File: src/rtl/ram_arbiter.sv
// Two-master arbiter in front of a single RAM port and a peripheral manager.
// Fixed or round-robin priority, configurable RAM read latency, registered outputs.
module ram_arbiter #(
    parameter int LATENCY    = 1,
    parameter bit FIXED_PRIO = 1'b0
) (
    input  logic        clk,
    input  logic        rst,
    input  logic        m0_req,
    input  logic        m0_we,
    input  logic [31:0] m0_addr,
    input  logic [31:0] m0_wdata,
    output logic        m0_ack,
    output logic [31:0] m0_rdata,
    input  logic        m1_req,
    input  logic        m1_we,
    input  logic [31:0] m1_addr,
    input  logic [31:0] m1_wdata,
    output logic        m1_ack,
    output logic [31:0] m1_rdata,
    output logic [31:0] ram_address,
    output logic [31:0] ram_data_in,
    output logic        ram_write_enable,
    input  logic [31:0] ram_data_out,
    output logic        periph_we,
    output logic        busy,
    output logic        grant_id
);

    typedef enum logic [1:0] {IDLE, ACCESS, RESP} state_t;

    localparam logic [2:0] LAST_CNT = 3'(LATENCY - 1);

    state_t      state;
    logic        last_grant;
    logic        cur_we;
    logic        cur_ram;
    logic [2:0]  cnt;

    logic        pick;
    logic        sel_we;
    logic        sel_ram;
    logic [31:0] sel_addr;
    logic [31:0] sel_wdata;
    logic        access_done;

    // Winner selection; only consumed in IDLE.
    always_comb begin
        if (m0_req && m1_req) begin
            pick = FIXED_PRIO ? 1'b0 : ~last_grant;
        end else begin
            pick = ~m0_req;
        end
        sel_we      = pick ? m1_we    : m0_we;
        sel_addr    = pick ? m1_addr  : m0_addr;
        sel_wdata   = pick ? m1_wdata : m0_wdata;
        sel_ram     = (sel_addr[31:29] == 3'b000);
        access_done = cur_we || !cur_ram || (cnt == LAST_CNT);
    end

    always_ff @(posedge clk or negedge rst) begin
        if (!rst) begin
            state            <= IDLE;
            last_grant       <= 1'b1;
            grant_id         <= 1'b0;
            cur_we           <= 1'b0;
            cur_ram          <= 1'b0;
            cnt              <= 3'd0;
            busy             <= 1'b0;
            m0_ack           <= 1'b0;
            m1_ack           <= 1'b0;
            m0_rdata         <= 32'd0;
            m1_rdata         <= 32'd0;
            ram_address      <= 32'd0;
            ram_data_in      <= 32'd0;
            ram_write_enable <= 1'b0;
            periph_we        <= 1'b0;
        end else begin
            // NOTE: strobes and acks default low each cycle so they can only ever be one-cycle pulses.
            ram_write_enable <= 1'b0;
            periph_we        <= 1'b0;
            m0_ack           <= 1'b0;
            m1_ack           <= 1'b0;
            case (state)
                IDLE: begin
                    if (m0_req || m1_req) begin
                        state            <= ACCESS;
                        busy             <= 1'b1;
                        grant_id         <= pick;
                        last_grant       <= pick;
                        cnt              <= 3'd0;
                        cur_we           <= sel_we;
                        cur_ram          <= sel_ram;
                        ram_address      <= sel_addr;
                        ram_data_in      <= sel_wdata;
                        ram_write_enable <= sel_we && sel_ram;
                        periph_we        <= sel_we && !sel_ram;
                    end
                end
                ACCESS: begin
                    if (access_done) begin
                        state <= RESP;
                        if (grant_id) begin
                            m1_ack <= 1'b1;
                            if (!cur_we) m1_rdata <= cur_ram ? ram_data_out : 32'd0;
                        end else begin
                            m0_ack <= 1'b1;
                            if (!cur_we) m0_rdata <= cur_ram ? ram_data_out : 32'd0;
                        end
                    end else if (cnt != 3'd7) begin
                        cnt <= cnt + 3'd1;
                    end
                end
                RESP: begin
                    // Leaving RESP always passes through IDLE, so the bus is parked at zero here.
                    state       <= IDLE;
                    busy        <= 1'b0;
                    ram_address <= 32'd0;
                    ram_data_in <= 32'd0;
                end
                default: state <= IDLE;
            endcase
        end
    end

endmodule
File: config.mk
export PLATFORM = sky130hd
export DESIGN_NAME = ram_arbiter
export DESIGN_NICKNAME = d
export VERILOG_FILES = /design/src/rtl/ram_arbiter.sv
export SDC_FILE = /design/constraint.sdc
export NUM_CORES = 1
export LEC_CHECK = 0
export CORE_MARGIN = 10
export CORE_UTILIZATION = 44
export DETAILED_ROUTE_END_ITERATION = 7
export PLACE_DENSITY = 0.87
export SKIP_LAST_GASP = 1
export SYNTH_ARGS = -nofsm -noshare
export SYNTH_HDL_FRONTEND = slang
export SYNTH_SLANG_ARGS = --single-unit
File: constraint.sdc
create_clock -name clk -period 2.7 [get_ports clk]
set_clock_uncertainty 0.15 [all_clocks]
set_input_delay 0.54 -clock clk [delete_from_list [all_inputs] [get_ports clk]]
set_output_delay 0.54 -clock clk [all_outputs]
set_load 0.02 [all_outputs]
==> results_dict.tcl, run 1 <==
# implementation run metrics
set metrics [dict create \
    dp_hpwl_um 16400 \
    drv_slew 0 \
    dr_total_vias 5546 \
    synth-seq-cells 142 \
    wl_met2_um 10700 \
    r2r_start "cnt[0]" \
    power_leader "combinational cells" \
    logic_gate_count 405 \
    area_delta_synth_final_pct 64.4 \
    core_um2 13300 \
    cts_made_buffers 17 \
    placed_cells 1044 \
    rsz0062_at_grt "no" \
    power_density_nw_per_um2 1140 \
    grt_max_degree 66 \
    max_freq_mhz 459 \
    r2r-end "m1_rdata[28]" \
    cp_data_arrival_time_ns 1.49 \
    ant_nets 0 \
    die_w_um 137 \
    hold_start "ram_address[28]" \
    drtPass1Iterations 4 \
    p_clk_frac 0.223 \
    gp_congestion 0.848 \
    cap_viol_max_count 0 \
    numPortBuffers 299 \
    fin_ws_ns 0.521 \
    leakage_uw 0.00433 \
    wl_met1_um 7440 \
    pre_cts_slack_ns 0.248 \
    worst-r2r-setup-slack_ns 0.63 \
    crit_type "flop to primary output" \
    final_cell_mix "clkdlybuf4s50_1 (298), nand2_1 (167), dfrtp_1 (141), o21ai_0 (116), mux2i_1 (64)" \
    path_buffers 1 \
    largest_cell_class "sequential cells" \
    adder_share 0.00624 \
    post-route-drc-count 0 \
    seq_share 0.359 \
    pwr-share-seq 0.317 \
    xor_area_frac 0 \
    crit_slowest_cell "clkdlybuf4s50_1" \
    cts_root_buf "clkbuf_16" \
    chipHeight_um 137 \
    cts_tree "done" \
    synthCells 592 \
    fp_nets 761 \
    top_logic_kind "AND-OR/OR-AND gates" \
    nNonClkBuffers 316 \
    cp_num_cells 1 \
    yosys-stat-area_um2 6020 \
    grtUsageTotal 0.220 \
    rows 42 \
    synth-seq-area-share 0.591 \
    hold_viol 0 \
    initCoreUtil 0.452 \
    antenna_found_initial 1 \
    postCtsHoldBufs 1 \
    fin_cells 1077 \
    syn_avg_cell_area_um2 10.2 \
    required_ns 2.01 \
    status "complete, no violations" \
    ys_top_cells_by_area "dfrtp_1 (59%), mux2i_1 (11%), nand2_1 (10%)" \
    setup_viol_count_final 0 \
    worstPathCellList "clkdlybuf4s50_1" \
    crit_path_end_kind "primary output" \
    sequentialPower_uw 3590 \
    clk_share 0.0647 \
    clockBufferCount 22 \
    cp-start-kind "flop" \
    grt_util_met3 0.0971 \
    warning_count 27 \
    ys_cells 592 \
    crit_start "grant_id" \
    synth_top_area_share 0.587 \
    hp-class "flop to flop" \
    irDropWorstVdd_mv 0.534 \
    power_combinational_uw 5200 \
    intPower_uw 7000 \
    grt_pass1_vias 5693 \
    r2r_cells 7 \
    sw_frac_of_total 0.381 \
    vias_per_cell 5.15 \
    tns_ns 0 \
    comb_share 0.229 \
    tap_cells 176 \
    worst_pin_slew_ns 0.573 \
    flops 142 \
    crit_family "buffers and inverters" \
    period_minus_slack_ns 2.18 \
    ys_types 35 \
    path_clk_slew_ns 0.06 \
    final-seq-area_um2 3550 \
    use_met1 0.237 \
    buf_share 0.322 \
    p_clk_uw 2520 \
    logic_area_um2 2270 \
    cts_resized 0 \
    min_period_over_period 0.807 \
    drt_iter0_drc 278 \
    highest_layer "met5" \
    whs_path_depth 2 \
    fill_cells 900 \
]
## run 1: through the flow
step                hold slack (ns)   util  power [uW]  instance area (um^2)
global placement              0.310  0.695        8690                  9240
floorplan                    0.0944      -        6080                  6020
CTS                           0.333  0.744       11400                  9890
global route                  0.346  0.744       11900                  9890
finish                        0.330  0.744       11300                  9890
detailed placement            0.319  0.695        8860                  9240
## run 1: Yosys cell counts, drive strengths merged
cell type / instances
dfrtp: 141
o311ai: 1
nand3b: 1
a22oi: 1
ha: 3
a2111oi: 2
nor3: 3
buf: 16
and2: 1
or3: 1
inv: 6
nor2: 11
or4: 1
dfstp: 1
nor2b: 1
o21ai: 130
o41ai: 1
clkbuf: 23
a31oi: 2
nand2: 168
a21oi: 5
nor3b: 1
nor4b: 1
o31ai: 2
nand3: 1
o211ai: 2
nand2b: 2
mux2i: 64
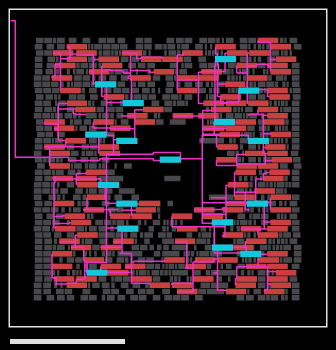
**Above:** run 1 (routed clock nets over the placement).
Bar = 50 um.
clock drivers -> cyan  # count 17
flip-flops -> red  # count 142
clock wires -> magenta  # length 1,670 um
flops lie = spread over the die

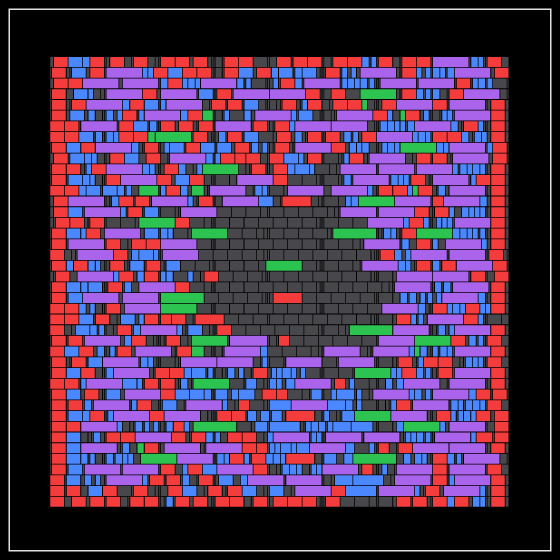
**Above:** run 1 (cell classes on the final placement).
Fill, decap, tap and diode cells in gray.
combinational and other logic -> blue  # cells 411
flops -> purple  # cells 142
other buffers and delay cells -> red  # cells 316
clock drivers and dummy loads -> green  # cells 32

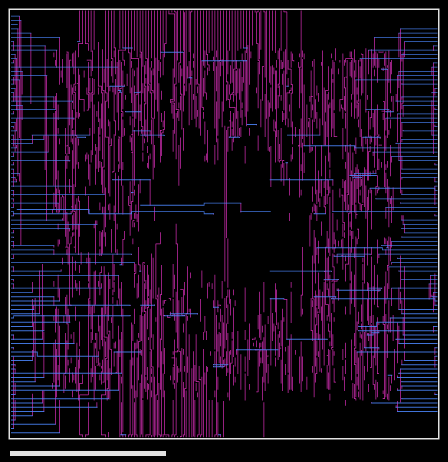
**Above:** run 1 (metal layers overlaid).
Bar = 50 um. Only two layers are drawn.
metal 2 -> magenta  # wire length 10,700 um
metal 3 -> blue  # wire length 2,570 um

**Run 1: register map, names as in the netlist**

Bar = 50 um. Other sequential cells in the stronger gray, the rest of the logic in the fainter gray.
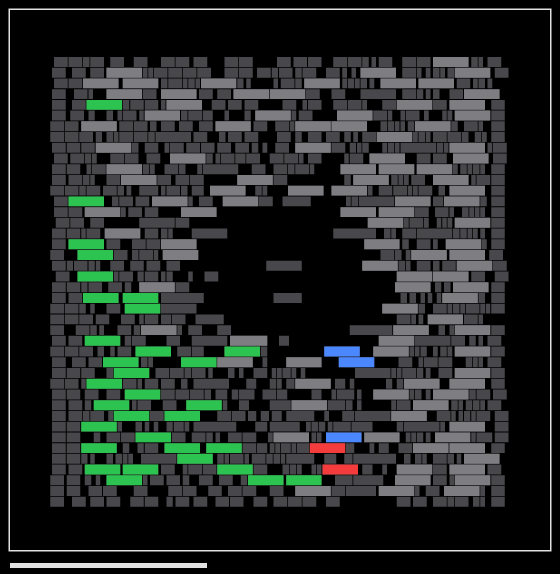

## Run 2: what changed since run 1
--- a/config.mk
+++ b/config.mk
@@ -6,9 +6,9 @@
 export NUM_CORES = 1
 export LEC_CHECK = 0
 export CORE_MARGIN = 10
-export CORE_UTILIZATION = 44
+export CORE_UTILIZATION = 40
 export DETAILED_ROUTE_END_ITERATION = 7
-export PLACE_DENSITY = 0.87
+export PLACE_DENSITY = 0.8
 export SKIP_LAST_GASP = 1
 export SYNTH_ARGS = -nofsm -noshare
 export SYNTH_HDL_FRONTEND = slang
==> constraint.sdc (replaced) <==
create_clock -name clk -period 2.2 [get_ports clk]
set_clock_uncertainty 0.15 [all_clocks]
set_input_delay 0.44 -clock clk [delete_from_list [all_inputs] [get_ports clk]]
set_output_delay 0.44 -clock clk [all_outputs]
set_load 0.02 [all_outputs]
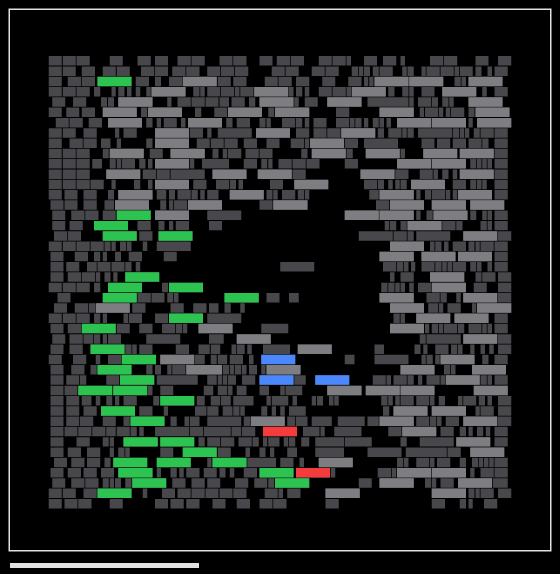
**Above:** run 2 (register map, names as in the netlist).
Bar = 50 um. Other sequential cells in the stronger gray, the rest of the logic in the fainter gray.
`cnt` -> blue  # placed flops 3
`state` -> red  # placed flops 2
`ram_address` -> green  # placed flops 32
not colored = 105
Seq/total area: 0.357
seq pwr: 4380 uW

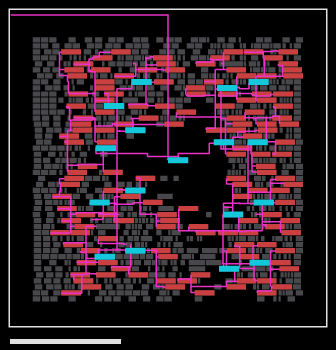
**Above:** run 2 (routed clock nets over the placement).
Bar = 50 um.
clock wires -> magenta  # length 1,750 um
flip-flops -> red  # count 142
clock drivers -> cyan  # count 17
flops lie = spread over the die
routed clock nets = 18

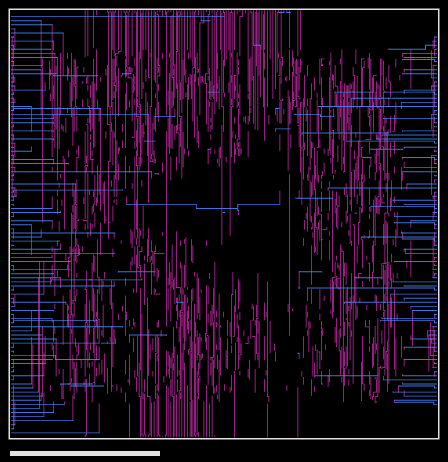
**Above:** run 2 (metal layers overlaid).
Bar = 50 um. Only two layers are drawn.
metal 2 -> magenta  # wire length 9,980 um
metal 3 -> blue  # wire length 2,420 um

==> run 2 against run 1 <==
Compared with the run above:
- sequential share of layout area down 0.26 points
- worst hold slack worse by 0.0045 ns
- register-to-register slack worse by 0.35 ns
- flip-flop count unchanged
- critical endpoint unchanged
- highest routed layer is now met4
==> results_dict.tcl, run 2 <==
# implementation run metrics
set metrics [dict create \
    ys_top_cells_by_area "dfrtp_1 (59%), mux2i_1 (11%), nand2_1 (10%)" \
    dp_hpwl_um 16400 \
    common_cells "nand2_1 (167), dfrtp_1 (141), o21ai_0 (116), mux2i_1 (64), clkbuf_1 (23)" \
    power.share.combinational 0.472 \
    grt-ovfl-total 0 \
    p_clk_frac 0.210 \
    pwr-share-seq 0.319 \
    die_w_um 143 \
    cts_max_level 4 \
    ant_nets 0 \
    syn_avg_cell_area_um2 10.2 \
    area_delta_synth_final_pct 65.6 \
    vias_per_cell 4.98 \
    tap_cells 184 \
    cts_resized 0 \
    worst-r2r-setup-slack_ns 0.28 \
    sw_frac_of_total 0.388 \
    chipHeight_um 143 \
    initCoreUtil 0.411 \
    drv_slew 0 \
    top_logic_kind "AND-OR/OR-AND gates" \
    adder_share 0.00624 \
    r2r_start "cnt[0]" \
    path_buffers 1 \
    tns_ns 0 \
    required_ns 1.61 \
    hold_viol 0 \
    ys_cells 592 \
    grt_pass1_vias 5599 \
    totalWireLength_um 20800 \
    drt_iter0_drc 200 \
    clk_share 0.0597 \
    crit_type "flop to primary output" \
    grt_util_met3 0.0978 \
    relSlewSlack 0.650 \
    logic_area_um2 2270 \
    path_clk_slew_ns 0.06 \
    logic_gate_count 405 \
    crit_start "grant_id" \
    synth_area_um2 6020 \
    min_period_over_period 0.945 \
    status "complete, no violations" \
    worstPathCellList "clkdlybuf4s50_1" \
    power_leader "combinational cells" \
    ys_types 35 \
    intPower_uw 8410 \
    buf_share 0.331 \
    r2r-end "m0_rdata[8]" \
    fill_cells 1144 \
    fp_nets 761 \
    p_clk_uw 2880 \
    power_density_nw_per_um2 1380 \
    largest_cell_class "sequential cells" \
    max_freq_mhz 481 \
    r2r_cells 6 \
    worst_pin_slew_ns 0.524 \
    leakage_uw 0.00437 \
    flop_cell "dfrtp_1" \
    fin_cells 1095 \
    grtUsageTotal 0.200 \
    cp_data_arrival_time_ns 1.49 \
    synthCells 592 \
    comb_share 0.227 \
    rows 44 \
    crit_slowest_cell "clkdlybuf4s50_1" \
    top_cell "nand2_1" \
    numPortBuffers 299 \
    clk_path_buf_depth 2 \
    rsz0062_at_grt "no" \
    grt_busiest_layer "met2" \
    edf_count 0 \
    cts_tree "done" \
    synth-seq-cells 142 \
    irDropWorstVdd_mv 0.546 \
    dr_total_vias 5449 \
    cp_num_cells 1 \
    num_antenna_cells 0 \
    final-seq-area_um2 3550 \
    wl_met1_um 8090 \
    gp_congestion 0.819 \
    nNonClkBuffers 327 \
    yosys-stat-area_um2 6020 \
    xor_area_frac 0 \
    postCtsHoldBufs 1 \
    hp-class "primary input to asynchronous set/reset pin" \
    power_combinational_uw 6490 \
    drtPass1Iterations 4 \
    cap_viol_max_count 0 \
    highest_layer "met4" \
    post-route-drc-count 0 \
    wl_met2_um 9980 \
    antenna_found_initial 0 \
    cts_root_buf "clkbuf_16" \
    synth_top_area_share 0.587 \
    period_minus_slack_ns 2.08 \
    clockBufferCount 17 \
    flops 142 \
    cts_made_buffers 17 \
    synth-seq-area-share 0.591 \
    ys_async_sr_fraction 1.00 \
    cp-start-kind "flop" \
    grt_use_met2 0.329 \
    final_cell_mix "clkdlybuf4s50_1 (298), nand2_1 (167), dfrtp_1 (141), o21ai_0 (116), mux2i_1 (64)" \
    crit_path_end_kind "primary output" \
    crit_family "buffers and inverters" \
    setup_viol_count_final 0 \
    warning_count 27 \
    use_met1 0.223 \
    core_um2 14600 \
    grt_max_degree 65 \
    placed_cells 1063 \
]
run 2: cell counts after synthesis:
No cell type changed its count.
run 2: per-stage QoR:
stage / cell area (um^2) / power [uW] / hold WS [ns] / util / worst slack [ns]
6_report: 9960 / 13800 / 0.326 / 0.680 / 0.120
5_1_grt: 9960 / 14500 / 0.349 / 0.680 / 0.0733
2_1_floorplan: 6020 / 7460 / -0.00559 / - / 0.469
3_5_place_dp: 9360 / 11000 / 0.203 / 0.639 / -0.118
3_3_place_gp: 9360 / 10800 / 0.201 / 0.639 / -0.107
4_1_cts: 9960 / 13900 / 0.326 / 0.680 / 0.0724
**Run 2: clock nets**

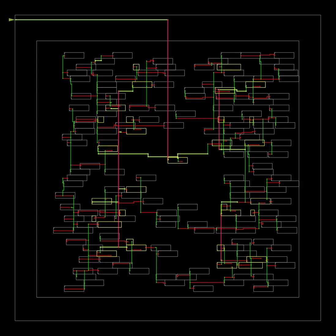

## Run 3: what changed since run 2
--- a/config.mk
+++ b/config.mk
@@ -8,6 +8,7 @@
 export CORE_MARGIN = 10
 export CORE_UTILIZATION = 40
 export DETAILED_ROUTE_END_ITERATION = 7
+export MAX_ROUTING_LAYER = met4
 export PLACE_DENSITY = 0.8
 export SKIP_LAST_GASP = 1
 export SYNTH_ARGS = -nofsm -noshare
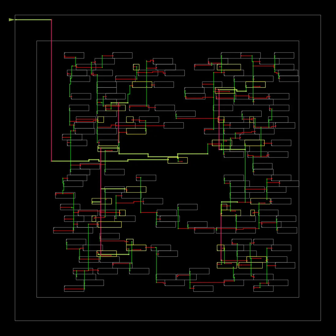
**Above:** run 3 (clock nets).
flop count: 142
Skew-Pair Late Insertion Delay: 0.42 ns
P_clk: 2890 uW
Num CTS Buffers: 17

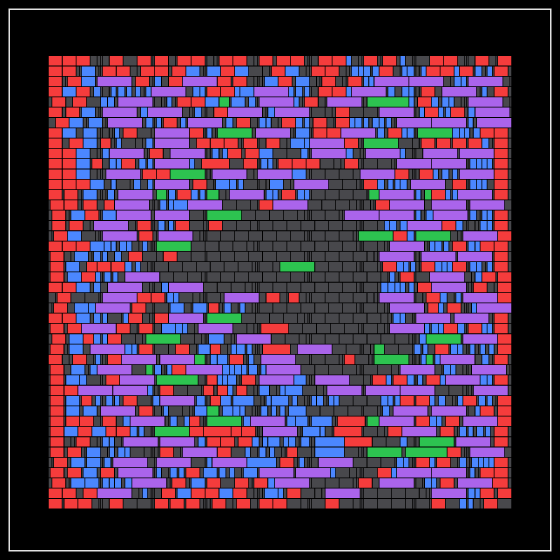
**Above:** run 3 (cell classes on the final placement).
Fill, decap, tap and diode cells in gray.
flops -> purple  # cells 142
clock drivers and dummy loads -> green  # cells 31
other buffers and delay cells -> red  # cells 327
combinational and other logic -> blue  # cells 411

==> run 3 against run 2 <==
Compared with the run above:
- area after synthesis is the same
- sequential share of layout area unchanged
- total power about the same
- largest cell class unchanged
- clock-buffer cell count unchanged
- combinational power is essentially flat
- clock power about the same
- synthesized cell count did not move
- flip-flop count did not move
- worst setup slack got worse by 0.0027 ns
- die size unchanged
- final cell count unchanged
==> results_dict.tcl, run 3 <==
# implementation run metrics
set metrics [dict create \
    status "complete, no violations" \
    ys_top_cells_by_area "dfrtp_1 (59%), mux2i_1 (11%), nand2_1 (10%)" \
    nNonClkBuffers 327 \
    cts_tree "done" \
    hp-class "flop to flop" \
    tns_ns 0 \
    power_leader "combinational cells" \
    edf_count 0 \
    cp_num_cells 1 \
    warning_count 27 \
    pwr-share-seq 0.319 \
    period_minus_slack_ns 2.08 \
    intPower_uw 8410 \
    num_antenna_cells 0 \
    antenna_found_initial 0 \
    hold_viol 0 \
    irDropWorstVdd_mv 0.552 \
    rows 44 \
    ys_cells 592 \
    crit_slowest_cell "clkdlybuf4s50_1" \
    grt-ovfl-total 0 \
    grtUsageTotal 0.206 \
    tap_cells 184 \
    crit_start "grant_id" \
    whs_path_depth 2 \
    crit_path_end_kind "primary output" \
    area_delta_synth_final_pct 65.6 \
    power.share.combinational 0.472 \
    top_logic_kind "AND-OR/OR-AND gates" \
    crit_type "flop to primary output" \
    synth-seq-area-share 0.591 \
    vias_per_cell 4.98 \
    grt_max_degree 65 \
    dpl-instance-area_um2 9360 \
    initCoreUtil 0.411 \
    fp_nets 761 \
    comb_share 0.227 \
    final-seq-area_um2 3550 \
    worst_pin_slew_ns 0.523 \
    synth_area_um2 6020 \
    crit_family "buffers and inverters" \
    min_period_over_period 0.947 \
    r2r_cells 6 \
    r2r-end "m0_rdata[8]" \
    relSlewSlack 0.651 \
    seq_share 0.357 \
    design_area_um2 9960 \
    yosys-stat-area_um2 6020 \
    power_density_nw_per_um2 1380 \
    drv_slew 0 \
    syn_avg_cell_area_um2 10.2 \
    clk_share 0.0597 \
    path_buffers 1 \
    gp_congestion 0.830 \
    ant_nets 0 \
    drtPass1Iterations 4 \
    buf_share 0.331 \
    clockBufferCount 17 \
    path_clk_slew_ns 0.06 \
    dp_hpwl_um 16400 \
    top_cell "nand2_1" \
    cp-start-kind "flop" \
    p_clk_frac 0.210 \
    largest_cell_class "sequential cells" \
    cts_root_buf "clkbuf_16" \
    cp_data_arrival_time_ns 1.49 \
    p_total_uw 13800 \
]
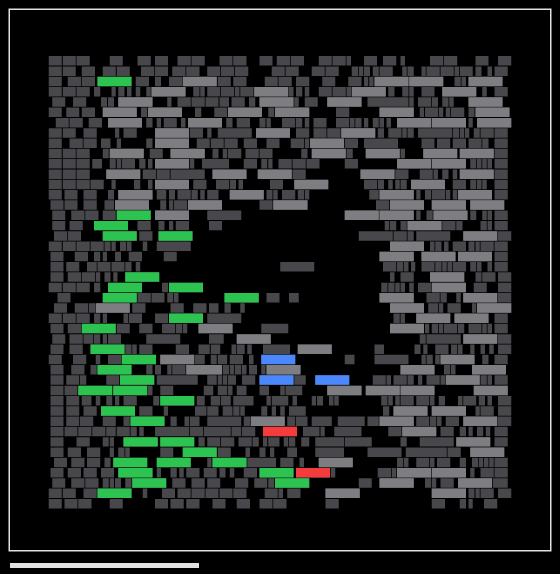
**Above:** run 3 (register map, names as in the netlist).
Bar = 50 um. Other sequential cells in the stronger gray, the rest of the logic in the fainter gray.
`state` -> red  # placed flops 2
`cnt` -> blue  # placed flops 3
`ram_address` -> green  # placed flops 32

[run 3: cell counts after synthesis]
Identical to the previous run, type by type.
[run 3: layer usage]
metal  wire length [um]  global-route usage  vias up
met5                  0                   -        -
met4                320              0.0651        0
met3               2220              0.0902       22
met2               9920               0.327      245
met1               8350               0.229     2563
li1                   -                   -     2625
[run 3: through the flow]
step | instances | setup slack [ns]
finish | 1095 | 0.117
global route | 1095 | 0.0732
CTS | 1095 | 0.0724
detailed placement | 1063 | -0.118
global placement | 1063 | -0.107
floorplan | 592 | 0.469
[run 3: cell families after synthesis]
| logic type | Yosys count |
|---|---|
| flops | 142 |
| simple gates | 192 |
| fa+ha+maj | 3 |
| compound gates | 146 |
| mux | 64 |
| buf+inv | 45 |
Power is estimated from default activity; no workload was simulated.
